Design seg7_scan_ctrl, sky130hd; sources not shown.
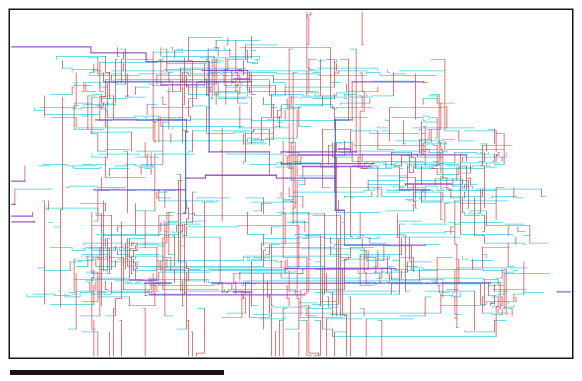
*Signal wires by layer*
Bar = 50 um.
met2: drawn in red, wire length 2820 um. met3: drawn in purple, wire length 518 um. met4: drawn in blue, wire length 61.2 um. met1: drawn in cyan, wire length 3940 um.
WL final: 7330 um
gr usage total: 15.8%

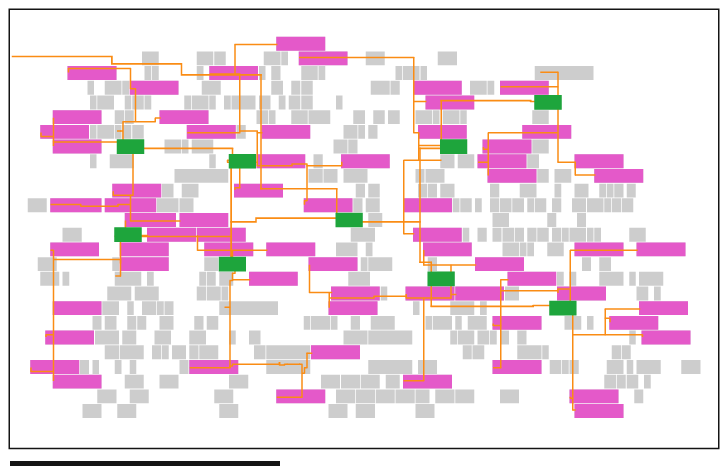
*Clock distribution*
Bar = 50 um.
cells driving clock nets: drawn in green, count 9. clock wires: drawn in orange, length 924 um. flip-flops: drawn in magenta, count 66.
There are 10 routed clock nets.
clock power share: 44.9%
Skew-Pair Late Insertion Delay: 340 ps
Clk. pwr: 492 uW

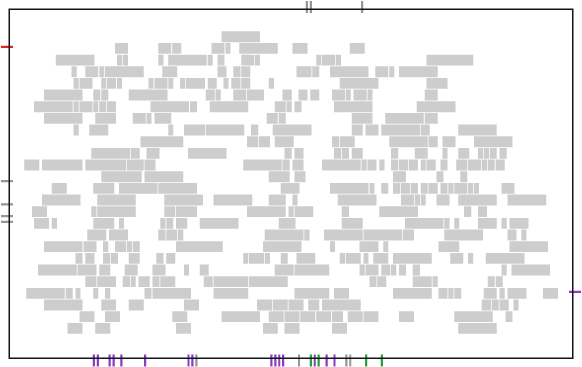
*Ports around the boundary*
Pins as bars across the die edge, other pins in gray.
bcd_out: drawn in green, pins 4, direction output, edge bottom. count_bcd: drawn in purple, pins 16, direction output, edge 15 bottom, 1 right. clk: drawn in red, pins 1, direction input, edge left.
Die X-Extent: 131 um
Port Buffers: 31
Die Height: 81.0 um

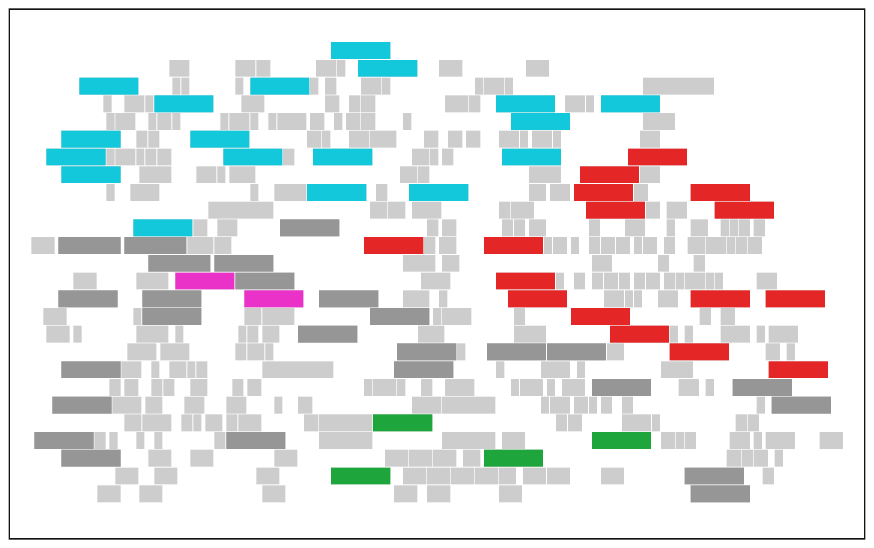
*Sequential cells grouped by signal name*
Other sequential cells in the stronger gray, the rest of the logic in the fainter gray.
deb_cnt: drawn in cyan, sequential cells 18. bcd_out: drawn in green, sequential cells 4, where bottom center. all_sync: drawn in magenta, sequential cells 2. scan_cnt: drawn in red, sequential cells 16.
P_seq: 553 uW
FF/Latch Area: 1660 um^2
post-route core utilization: 44.7%

==> results_slide.txt <==
Physical Implementation Snapshot

Outcome
  – Status: complete, no violations

GRT
  – Initial antenna violation count: 0
  – First-pass GRT wire length: between 10000 and 15000 um
  – Largest net degree at the start of global routing: about 43
  – Vias in the first global route: between 2k and 2.5k
  – GRT overflow: 0

Hold path
  – Worst hold path cell count: 0
  – Type of the tightest min-delay check: register to register

Detailed routing
  – Via count: ~2.4k
  – DRT iter0 DRCs: between 150 and 200
  – DRC Markers: 0
  – DR WL/cell: 15.3 um
  – DR vias/cell: between 5 and 6
  – Post-DRT Antenna Nets: 0
  – Pre-antenna DRT Iters: 4

Final layout
  – # diodes: 0
  – Layout area overhead: 20.0%
  – Max reg flops: 18
  – Fillers: 848
  – Most numerous logic cell after layout: dfrtp_1
  – Most frequent cells in the layout: dfrtp_1 (63), nor2_1 (36), clkdlybuf4s50_1 (31)
  – Final nets: roughly 370
  – Layout cells sized above 1: under 10%

CTS
  – CTS Sinks: around 66
  – Clock Pin Slew Worst Setup and Hold Paths: 70 ps
  – CTS root buffer: clkbuf_8
  – Setup repair bufs after CTS: 0
  – Maximum clock insertion buffer count: 2
  – CTS H-tree lvls: 3
  – CTS Hold Buffers Added: 0
  – CTS tree: done
  – CTS resizes: 0
  – CTS buffer count: 9

Setup path
  – R2R cell count: 6
  – Register-to-register setup slack: 2750 ps
  – CP peak stage delay: around 480 ps
  – Worst Setup End Kind: output pin
  – Slowest CP cell: clkdlybuf4s50_1
  – WP data arrival: about 2100 ps
  – Max Fanout on Critical Path: 5
  – CP most frequent cell: o21a_1
  – Crit path cell chain: nor4_1, nand2_1, o21a_1, o21a_1, clkdlybuf4s50_1
  – Worst Setup Path Type: register to output pin
  – Req. time, crit path: 3960 ps
  – Setup crit start kind: register

Synth
  – Post-synth top cells: dfrtp_1 (63), nor2_1 (36), nand2_1 (21)
  – Top_reg_cell synth: dfrtp_1
  – Synth top area cells: dfrtp_1 (48%), ha_1 (5.7%), xnor2_1 (4.8%)
  – Fraction of registers with async set/reset: 100%
  – Register area share after synthesis: 50.4%
  – Library cells used by synthesis: approximately 40
  – Count leader, synth: dfrtp_1
  – Yosys synthesis chip area: 3280 um^2
  – Synth warnings: 0
  – # Cells Yosys: 314
  – Post-synth top area share: 48.0%
  – Biggest area consumer among synthesized cells: dfrtp_1
  – Cell area after synthesis: about 3300 um^2
  – Syn avg cell area: about 10 um^2
  – Number of enable flip-flop cells: 0
  – Synth Net Count: 334
  – Seq cells post-synth: ~66
  – Mapped Cells: approximately 310

Power and ir drop
  – Leakage: 0.00161 uW
  – Power Dens Cells: 278 nW/um^2
  – Maximum vdd ir drop: between 0.00015 and 0.0002 V

Placement
  – Gpl congestion: 0.793
  – Pre-CTS setup slack: between 2000 and 2500 ps
  – Post-detail-place hpwl: 5370 um

STA
  – Max Freq: 319 MHz
  – RSZ-0062 raised after global routing: no
  – # setup viols final: 0
  – Worst slew pin tran: 965 ps
  – Relative slew slack: 35.4%
  – Fin crit share: between 60% and 70%
  – Final setup margin: approximately 1900 ps
  – Post-route setup TNS: 0 ps
  – Min Tclk post-route: about 3100 ps
  – Max-slew violations: 0
  – Final Hold Violating Endpoints: 0

Job
  – Tool warnings: 35
  – Max-Cap Viols: 0

Die
  – Ports: 32
  – Core Util at FP: 37.3%
  – Core area: between 8000 and 9000 um^2
  – Die area: approximately 11000 um^2
  – Num rows: 26
## cells by family after synthesis
family / count (synthesis) / share of synthesized area [%]
simple gates: 128 / 20.2
flops: 66 / 50.4
compound gates: 42 / 8.53
xor+xnor: 26 / 6.93
buf+inv: 26 / 3.20
fa+ha+maj: 15 / 5.71
mux: 11 / 4.99
## per-stage QoR
stage / total power (uW) / std cells / utilization, % / area [um^2] / hold slack (ps)
floorplan: 587 / 314 / - / 3280 / 281
global placement: 614 / 463 / 42.2 / 3720 / 286
detailed placement: 614 / 463 / 42.2 / 3720 / 291
CTS: 1120 / 479 / 44.7 / 3940 / 302
global route: 1150 / 479 / 44.7 / 3940 / 310
finish: 1090 / 479 / 44.7 / 3940 / 299
## metal layers
metal	vias to the layer above	wire, um	track usage (%)
li1	1187	-	-
met1	1161	3940	24.6
met3	9	517	5.91
met2	53	2820	19.7
met4	0	61	4.31
met5	-	0	0
## final cells by class
cell class	instances	area (um^2)	share of cell area, %
timing repair buffer	33	325	8.25
multi-input combinational	222	1520	38.7
inverter	16	60.1	1.52
clock buffer	10	138	3.49
sequential	66	1660	42.0
clock inverter	6	81.3	2.06
tap	126	158	4.00
## critical path, delay by kind of cell, from the launching register on
kind,cells,cell delay (ps)
buffers and inverters,1,480
DFF,1,420
AOI/OAI and AO/OA,2,410
and+or+nand+nor,2,440
## power by group
| group | total [uW] | switching (uW) | leakage, uW | internal [uW] |
|---|---|---|---|---|
| combinational | 49.6 | 28.2 | 0.000618 | 21.4 |
| sequential | 553 | 11.9 | 0.000879 | 541 |
| clock | 492 | 201 | 0.000113 | 290 |
Power is estimated from default activity; no workload was simulated.
